<file path="src/rtl/sevenseg_scanner.sv">
// Purpose: time-multiplexed driver for a 4-digit common-anode 7-segment display, blanked dead-time per slot.
// Latency: pins are registered and reflect the previous cycle's slot/digit counters; frame_o follows the latch cycle.
// Backpressure: none; free-running scan, inputs are sampled only at frame start into shadow registers.
module sevenseg_scanner #(
    parameter int CLK_FREQ    = 10_000_000,
    parameter int DIGIT_HZ    = 1000,
    parameter int DEAD_CYCLES = 16
) (
    input  logic        clk,
    input  logic        rst_n,
    input  logic [15:0] value_i,
    input  logic [3:0]  en_i,
    input  logic [3:0]  dp_i,
    output logic [6:0]  seg,
    output logic [3:0]  an,
    output logic        dp,
    output logic        frame_o
);

    localparam int SLOT_CYCLES = CLK_FREQ / DIGIT_HZ;
    localparam int CW          = (SLOT_CYCLES > 1) ? $clog2(SLOT_CYCLES) : 1;
    localparam logic [CW-1:0] SLOT_LAST  = CW'(SLOT_CYCLES - 1);
    localparam logic [CW-1:0] DEAD_START = CW'(DEAD_CYCLES);

    // A dead-time that swallows the whole slot would never light anything.
    if (DEAD_CYCLES >= SLOT_CYCLES) begin : g_bad_dead
        $error("DEAD_CYCLES must be smaller than CLK_FREQ/DIGIT_HZ");
    end

    typedef enum logic {
        PH_BLANK = 1'b0,
        PH_ON    = 1'b1
    } phase_t;

    // With no dead-time the slot starts lit.
    localparam phase_t PHASE_AT_WRAP = (DEAD_CYCLES == 0) ? PH_ON : PH_BLANK;

    logic [CW-1:0] slot_cnt_q, slot_cnt_d;
    logic [1:0]    digit_idx_q, digit_idx_d;
    phase_t        phase_q, phase_d;
    logic [15:0]   shadow_value_q;
    logic [3:0]    shadow_en_q;
    logic [3:0]    shadow_dp_q;
    logic [6:0]    seg_d;
    logic [3:0]    an_d;
    logic          dp_d;
    logic          frame_start;
    logic          slot_wrap;
    logic          lit;
    logic [3:0]    nibble;

    // Active-low {g..a} glyph for one hex digit.
    function automatic logic [6:0] hex7(input logic [3:0] v);
        case (v)
            4'h0: hex7 = 7'b1000000;
            4'h1: hex7 = 7'b1111001;
            4'h2: hex7 = 7'b0100100;
            4'h3: hex7 = 7'b0110000;
            4'h4: hex7 = 7'b0011001;
            4'h5: hex7 = 7'b0010010;
            4'h6: hex7 = 7'b0000010;
            4'h7: hex7 = 7'b1111000;
            4'h8: hex7 = 7'b0000000;
            4'h9: hex7 = 7'b0010000;
            4'hA: hex7 = 7'b0001000;
            4'hB: hex7 = 7'b0000011;
            4'hC: hex7 = 7'b1000110;
            4'hD: hex7 = 7'b0100001;
            4'hE: hex7 = 7'b0000110;
            default: hex7 = 7'b0001110;
        endcase
    endfunction

    // Next-state for counters and phase, plus the pin values implied by the current state.
    always_comb begin
        slot_wrap   = (slot_cnt_q == SLOT_LAST);
        slot_cnt_d  = slot_wrap ? '0 : slot_cnt_q + 1'b1;
        digit_idx_d = slot_wrap ? digit_idx_q + 2'd1 : digit_idx_q;
        frame_start = (slot_cnt_q == '0) && (digit_idx_q == 2'd0);

        phase_d = phase_q;
        if (slot_wrap) begin
            phase_d = PHASE_AT_WRAP;
        end else if (slot_cnt_d == DEAD_START) begin
            phase_d = PH_ON;
        end

        nibble = 4'(shadow_value_q >> {digit_idx_q, 2'b00});
        lit    = (phase_q == PH_ON) && shadow_en_q[digit_idx_q];

        seg_d = 7'h7F;
        an_d  = 4'hF;
        dp_d  = 1'b1;
        if (lit) begin
            seg_d = hex7(nibble);
            an_d  = ~(4'b0001 << digit_idx_q);
            dp_d  = ~shadow_dp_q[digit_idx_q];
        end
    end

    // Scan counters, phase FSM, frame shadow latch and registered pins.
    always_ff @(posedge clk) begin
        if (!rst_n) begin
            slot_cnt_q     <= '0;
            digit_idx_q    <= 2'd0;
            phase_q        <= PHASE_AT_WRAP;
            shadow_value_q <= 16'h0000;
            shadow_en_q    <= 4'h0;
            shadow_dp_q    <= 4'h0;
            seg            <= 7'h7F;
            an             <= 4'hF;
            dp             <= 1'b1;
            frame_o        <= 1'b0;
        end else begin
            slot_cnt_q  <= slot_cnt_d;
            digit_idx_q <= digit_idx_d;
            phase_q     <= phase_d;
            if (frame_start) begin
                shadow_value_q <= value_i;
                shadow_en_q    <= en_i;
                shadow_dp_q    <= dp_i;
            end
            seg     <= seg_d;
            an      <= an_d;
            dp      <= dp_d;
            frame_o <= frame_start;
        end
    end

endmodule

</file>
<file path="config.mk">
export PLATFORM = sky130hd
export DESIGN_NAME = sevenseg_scanner
export DESIGN_NICKNAME = d
export VERILOG_FILES = /design/src/rtl/sevenseg_scanner.sv
export SDC_FILE = /design/constraint.sdc
export NUM_CORES = 1
export LEC_CHECK = 0
export CAP_MARGIN = 20
export CORE_UTILIZATION = 54
export DETAILED_ROUTE_END_ITERATION = 7
export GPL_TIMING_DRIVEN = 0
export PLACE_DENSITY_LB_ADDON = 0.12
export SLEW_MARGIN = 0
export SYNTH_ARGS = -nofsm -noshare
export SYNTH_HDL_FRONTEND = slang
export SYNTH_SLANG_ARGS = --single-unit
</file>
<file path="constraint.sdc">
create_clock -name clk -period 2.14 [get_ports clk]
set_input_delay 0.321 -clock clk [delete_from_list [all_inputs] [get_ports clk]]
set_output_delay 0.321 -clock clk [all_outputs]
set_load 0.01 [all_outputs]
</file>
==> impl_metrics.env, run 1 <==
# physical design summary
export IMPL_warnings=35
export IMPL_layout_nets=388
export IMPL_period_used=0.944
export IMPL_overflow=0
export IMPL_wirelength_um=5520
export IMPL_syn_avg_cell_area_um2=9.12
export IMPL_htreeDepth=2
export IMPL_finalCriticalPeriod_ns=2.02
export IMPL_required_ns=2.33
export IMPL_setup_viol=0
export IMPL_outcome="completed"
export IMPL_cts_tree="done"
export IMPL_hpwl_um=4090
export IMPL_top_layer_used="met4"
export IMPL_ant_nets=0
export IMPL_tns_ns=0
export IMPL_die_area_um2=5440
export IMPL_p_comb_frac=0.159
export IMPL_clkbuf_count=6
export IMPL_fmaxAchievable_ghz=0.495
export IMPL_grt_antenna_before_repair=0
export IMPL_ff_type="dfxtp_1"
export IMPL_core_util_floorplan=0.573
export IMPL_gr_usage_met3=0.0480
export IMPL_grt_first_pass_wirelength_um=9040
export IMPL_ctsRootBufferMaster="clkbuf_8"
export IMPL_inverters=8
export IMPL_cts_hold_buffers=0
export IMPL_hold_depth=2
export IMPL_grtUsageMet1=0.318
export IMPL_p_int_mw=1.57
export IMPL_synth_flops=54
export IMPL_nWellTaps=67
export IMPL_insertion_delay_ns=0.31
export IMPL_wl_met3_um=262
export IMPL_drive_above_1_share=0.162
export IMPL_grt_max_degree=17
export IMPL_cp_cell_sequence="buf_4 > mux4_2 > inv_1 > ha_1 > o21ai_0 > o221ai_1"
export IMPL_vias=2232
export IMPL_worstPathArrival_ns=2.21
export IMPL_grt_busiest_layer="met2"
export IMPL_firstDrtPassIters=4
export IMPL_ys_cells=305
export IMPL_synth_async_reset_ratio=0
## run 1: power by group through the flow
| stage | clock (mW) | combinational [mW] | sequential (mW) |
|---|---|---|---|
| CTS | 0.690 | 0.333 | 1.08 |
| global route | 0.728 | 0.368 | 1.08 |
| finish | 0.678 | 0.332 | 1.08 |
| detailed placement | 0 | 0.331 | 1.10 |
| global placement | 0 | 0.326 | 1.10 |
| floorplan | 0 | 0.231 | 1.09 |
## run 1: per-stage QoR
stage	total power, mW	area [um^2]	worst slack, ns	hold WS, ns	util
after global placement	1.43	3240	0.0524	0.444	0.669
after CTS	2.10	3350	0.0278	0.462	0.692
final	2.09	3360	0.119	0.461	0.694
after global routing	2.18	3360	0.00170	0.477	0.694
after detailed placement	1.43	3240	0.0340	0.448	0.669
after floorplan	1.33	2780	0.224	0.435	-
## run 1: final timing paths
path	end	slack, ns
hold reg to reg	shadow_value_q[15]	0.46
setup reg to reg	seg[1]	0.12
hold / removal	shadow_value_q[15]	0.46
setup / recovery	seg[1]	0.12
## run 1: flip-flops by register name, summed over array words and instances, names as in the netlist
name / flops
shadow_value_q: 16
dp: 1
seg: 7
digit_idx_q: 2
an: 4
slot_cnt_q: 14
shadow_en_q: 4
shadow_dp_q: 4
frame_o: 1
phase_q: 1
## run 1: layout by cell type (no fill, tap or decap), types with 6 or more instances in the layout
| cell type | count |
|---|---|
| nand2_1 | 68 |
| dfxtp_1 | 54 |
| clkdlybuf4s50_1 | 38 |
| a21boi_2 | 19 |
| nor2_1 | 18 |
| ha_1 | 11 |
| buf_2 | 10 |
| xnor2_1 | 10 |
| inv_1 | 8 |
| nand3_1 | 8 |
| nor3_1 | 7 |
| clkbuf_1 | 7 |
| mux4_2 | 6 |
| a21oi_1 | 6 |
| a21boi_0 | 6 |
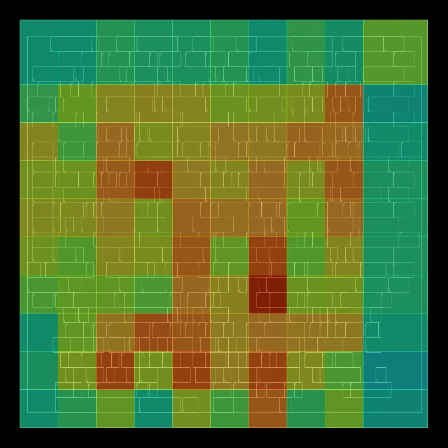
*Routing congestion map, run 1*
GR met2 Demand/Resource: 0.334
Core Util, Final: 0.694
Avg WL per Cell: 13.2 um

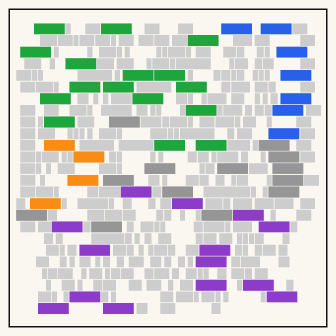
*Sequential cells grouped by signal name, run 1*
- green: shadow_value_q (placed flops 16)
- orange: shadow_dp_q (placed flops 4; where middle left)
- purple: slot_cnt_q (placed flops 14)
- blue: seg (placed flops 7; where upper right)
- not coloured: 13
sequential cell area share: 0.321
Seq. pwr: 1.08 mW
Flop area: 1080 um^2

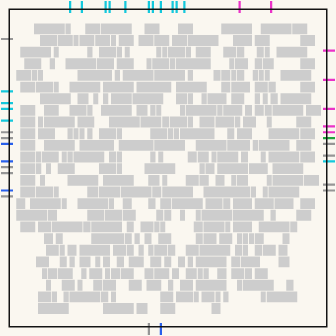
*Ports around the boundary, run 1*
Pins as bars across the die edge, other pins in grey.
- magenta: seg (pins 7; direction output; edge 5 right, 2 top)
- cyan: value_i (pins 16; direction input; edge 11 top, 4 left, 1 right)
- blue: en_i (pins 4; direction input; edge 3 left, 1 bottom)
- green: dp (pins 1; direction output; edge right)
- all pins by edge: 13 left, 13 top, 11 right, 2 bottom
I/O Buffers: 38
Die Span Y: 73.8 um
Die Wd: 73.8 um

### The metal 3 layer, run 1

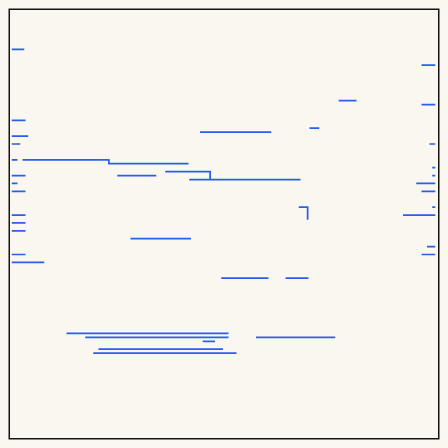

==> run 2, diff against run 1 <==
- CORE_MARGIN: not set -> 2
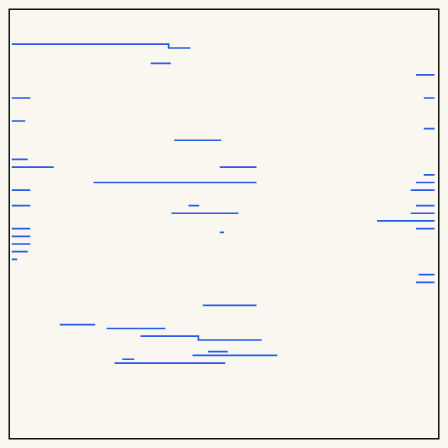
*The metal 3 layer, run 2*
- share of all routed wire: 4.5%
- nets with wire on the layer: 35
- main direction: horizontal
met3 Track Usage GR: 0.0450
Vias: 2215
final WL: 5550 um

==> run 2 against run 1 <==
- count of clock-buffer cells in the layout decreased by 1
- final cell count grew 0.72%
- wire length rose by 0.43%
- worst setup slack better by 0.039 ns
- clock power grew 2%
- via count decreased by 0.76%
- combinational power rose by 1%
- critical path type unchanged
- die size rose by 5.5%
- clock skew down 0.0064 ns
- largest cell class unchanged
- first-iteration DRC count fell by 24%
- largest power group unchanged
- non-clock buffer count unchanged
==> impl_metrics.env, run 2 <==
# physical design summary
export IMPL_outcome="completed"
export IMPL_core_util_floorplan=0.551
export IMPL_worstPathArrival_ns=2.17
export IMPL_insertion_delay_ns=0.31
export IMPL_layout_top_cell="nand2_1"
export IMPL_drive_above_1_share=0.162
export IMPL_fmaxAchievable_ghz=0.505
export IMPL_period_used=0.926
export IMPL_reg_largest_list="shadow_value_q: 16 flops, slot_cnt_q: 14 flops, seg: 7 flops"
export IMPL_die_w_um=75.8
export IMPL_p_total_mw=2.11
export IMPL_setup_ws_ns=0.158
export IMPL_finalCriticalPeriod_ns=1.98
export IMPL_grt_max_degree=18
export IMPL_grt_antenna_before_repair=0
export IMPL_die_h_um=75.8
export IMPL_syn_avg_cell_area_um2=9.12
export IMPL_final_cell_mix="68 x nand2_1, 54 x dfxtp_1, 38 x clkdlybuf4s50_1"
export IMPL_htreeDepth=2
export IMPL_tns_ns=0
export IMPL_synth_async_reset_ratio=0
export IMPL_warnings=36
export IMPL_avgRoutedWirePerCell_um=13.2
export IMPL_layout_nets=388
export IMPL_holdWs_ns=0.459
export IMPL_firstDrtPassIters=4
export IMPL_top_layer_used="met4"
export IMPL_p_int_mw=1.57
export IMPL_ctsRootBufferMaster="clkbuf_8"
export IMPL_p_comb_frac=0.159
export IMPL_hpwl_um=4130
export IMPL_final_util=0.669
export IMPL_synth_flops=54
export IMPL_grtUsageMet1=0.317
export IMPL_die_area_um2=5740
export IMPL_place_area_um2=3250
export IMPL_port_buffers=38
export IMPL_max_flop_register="shadow_value_q"
export IMPL_final_cell_area_um2=3370
export IMPL_required_ns=2.33
export IMPL_setup_viol=0
export IMPL_wl_met3_um=250
export IMPL_grt_busiest_layer="met2"
export IMPL_post_place_ws_ns=0.00631
==> run 2: power by group through the flow <==
| stage | combinational, mW | sequential (mW) | clock (mW) |
|---|---|---|---|
| floorplan | 0.231 | 1.09 | 0 |
| global placement | 0.328 | 1.10 | 0 |
| detailed placement | 0.335 | 1.10 | 0 |
| CTS | 0.337 | 1.08 | 0.710 |
| global route | 0.376 | 1.09 | 0.751 |
| finish | 0.336 | 1.08 | 0.693 |
==> run 2: worst paths after layout <==
check | to | slack [ns]
worst min register to register | shadow_value_q[8] | 0.46
worst min-delay path | shadow_value_q[8] | 0.46
worst max-delay path | seg[1] | 0.16
worst max register to register | seg[1] | 0.16
==> run 2: logic make-up (layout without fill, tap and decap cells) <==
kind of cell / Yosys count / in the layout / synth area share
adder cells (fa/ha/maj): 12 / 12 / 0.0540
buffers and inverters: 31 / 77 / 0.0653
XOR/XNOR: 14 / 14 / 0.0441
AND/OR/NAND/NOR: 134 / 134 / 0.230
AND-OR/OR-AND: 50 / 50 / 0.155
multiplexers: 10 / 10 / 0.0630
flip-flops: 54 / 54 / 0.389
==> run 2: layout make-up <==
cell class | instances | area [um^2] | share of cell area
Inverter | 8 | 30.0 | 0.00890
Tap cell | 70 | 87.6 | 0.0260
Buffer | 23 | 161 | 0.0478
Clock buffer | 5 | 68.8 | 0.0204
Sequential cell | 54 | 1080 | 0.320
Clock inverter | 3 | 43.8 | 0.0130
Multi-Input combinational cell | 220 | 1520 | 0.451
Timing Repair Buffer | 38 | 380 | 0.113
==> run 2: critical path, cell delays in order (launching register included) <==
cell	delay, ns
dfxtp_1	0.39
buf_6	0.18
mux4_2	0.58
inv_1	0.16
ha_1	0.26
o21ai_0	0.16
o221ai_1	0.13
### Routing congestion map, run 2

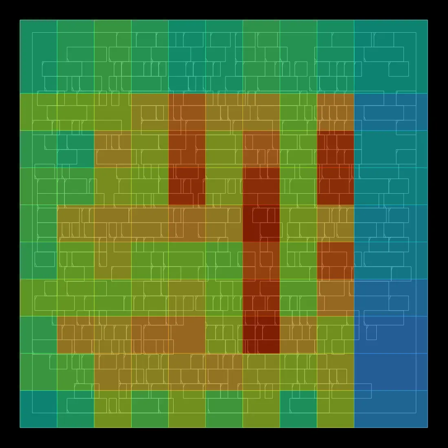

==> run 3, diff against run 2 <==
- ABC_AREA: not set -> 0
- GPL_TIMING_DRIVEN: 0 -> 1
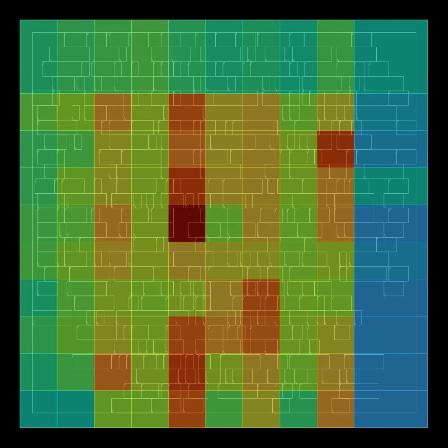
*Routing congestion map, run 3*
Total GRT Usage: 0.206
GR met2 Demand/Resource: 0.291
Core Util, Final: 0.647
Avg WL per Cell: 13.2 um

==> run 3 against run 2 <==
- power decreased by 2.1%
- flip-flop count unchanged
- via count is 4.2% lower
- wire length shrank 3.7%
- final cell count is 3.8% lower
- critical path type unchanged
- largest power group unchanged
==> impl_metrics.env, run 3 <==
# physical design summary
export IMPL_drive_above_1_share=0.137
export IMPL_vias=2121
export IMPL_layout_top_cell="nand2_1"
export IMPL_outcome="completed"
export IMPL_firstDrtPassIters=7
export IMPL_grt_antenna_before_repair=0
export IMPL_core_util_floorplan=0.551
export IMPL_insertion_delay_ns=0.30
export IMPL_worstPathArrival_ns=2.16
export IMPL_final_cell_mix="69 x nand2_1, 54 x dfxtp_1, 38 x clkdlybuf4s50_1"
export IMPL_layout_nets=372
export IMPL_period_used=0.930
export IMPL_syn_avg_cell_area_um2=9.12
export IMPL_setup_viol=0
export IMPL_required_ns=2.31
export IMPL_reg_largest_list="shadow_value_q: 16 flops, slot_cnt_q: 14 flops, seg: 7 flops"
export IMPL_synth_flops=54
export IMPL_mi_logic_area_um2=1520
export IMPL_wirelength_um=5350
export IMPL_tns_ns=0
export IMPL_ff2ff_setup_slack_ns=0.15
run 3: final timing paths:
| path | startpoint | to | cells past startpoint |
|---|---|---|---|
| setup / recovery | digit_idx_q[0] | seg[1] | 5 |
| setup reg to reg | digit_idx_q[0] | seg[1] | 5 |
| hold / removal | shadow_en_q[0] | shadow_en_q[0] | 2 |
| hold reg to reg | shadow_en_q[0] | shadow_en_q[0] | 2 |
run 3: worst max-delay path, cell delays in order, from the launching register on:
cell and delay (ns):
dfxtp_1 0.51, mux4_2 0.62, inv_1 0.16, ha_1 0.27, o21ai_0 0.17, o221ai_1 0.13
run 3: kinds of logic (layout without fill, tap and decap cells):
kind of cell,count (synthesis),count (layout),share of synthesized area
adders and majority gates,12,12,0.0540
AOI/OAI and AO/OA,50,50,0.155
buffers and inverters,31,61,0.0653
and+or+nand+nor,134,134,0.230
muxes,10,10,0.0630
xor gates and xnor gates,14,14,0.0441
DFF,54,54,0.389
run 3: area by class of cell:
type                    instances  area share
clock buffers                   5      0.0211
clock inverters                 3      0.0134
inverters                       8     0.00921
multi-input cells             220       0.465
flip-flops and latches         54       0.331
well taps                      70      0.0269
repair buffers                 45       0.133
run 3: stage by stage:
step / area (um^2) / setup slack [ns]
6_report: 3260 / 0.150
3_5_place_dp: 3150 / 0.170
3_3_place_gp: 3150 / 0.222
5_1_grt: 3260 / 0.0407
4_1_cts: 3260 / 0.148
2_1_floorplan: 2780 / 0.224
run 3: where the power goes:
part	leakage (nW)	internal, mW	switching (mW)
sequential	0.441	1.05	0.0329
combinational	0.686	0.143	0.153
clock	0.0585	0.351	0.332
run 3: per-layer routing:
metal	global-route usage	part of all wire
met1	0.326	0.53
met2	0.291	0.42
met3	0.0357	0.034
met4	0.0409	0.0097
met5	0	0

==> screenshots <==
Signal wires by layer.
Only two layers are drawn.
Plate I
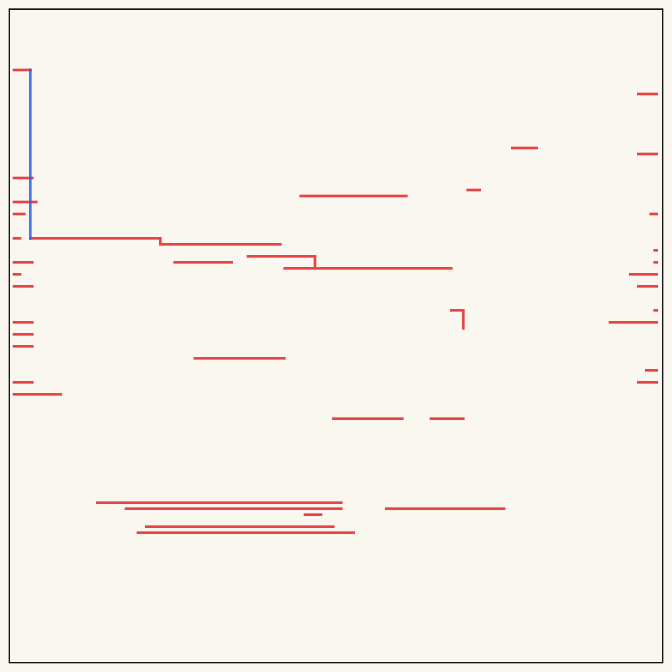
Plate II
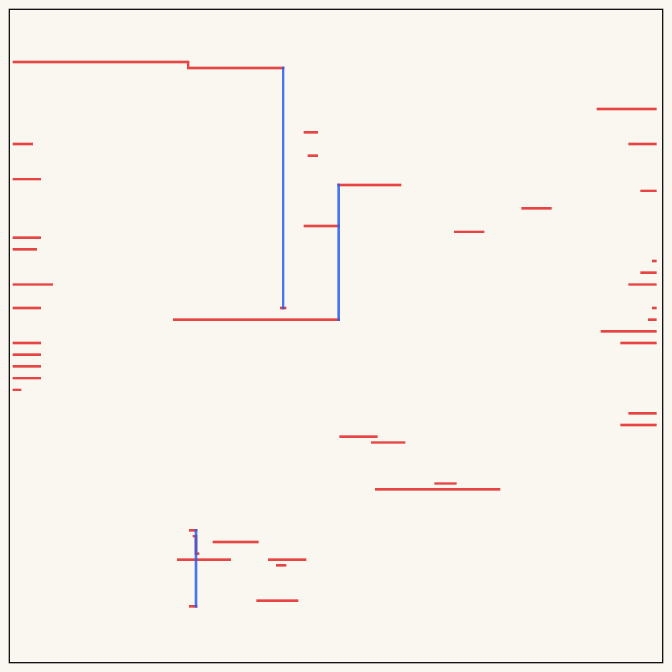
Plate III
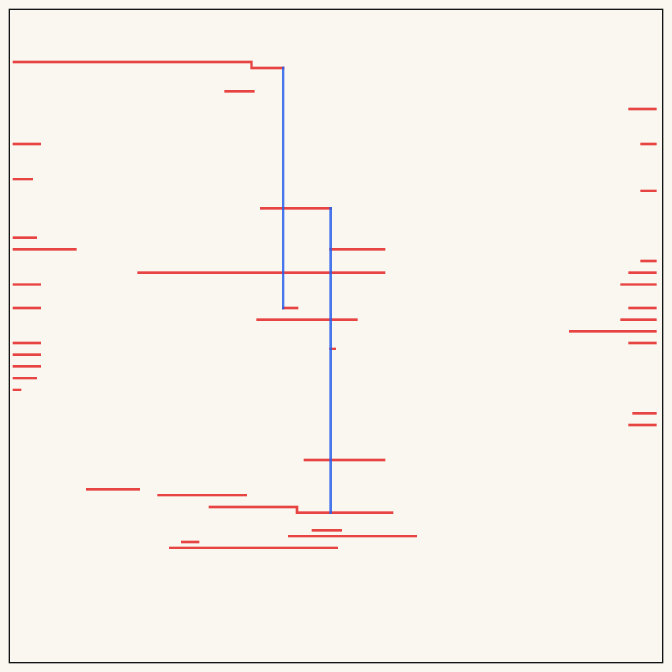
For run 1, see Plate I.
For run 2, see Plate III.
For run 3, see Plate II.

No activity file was given, so power comes from the tool's default toggle rates.
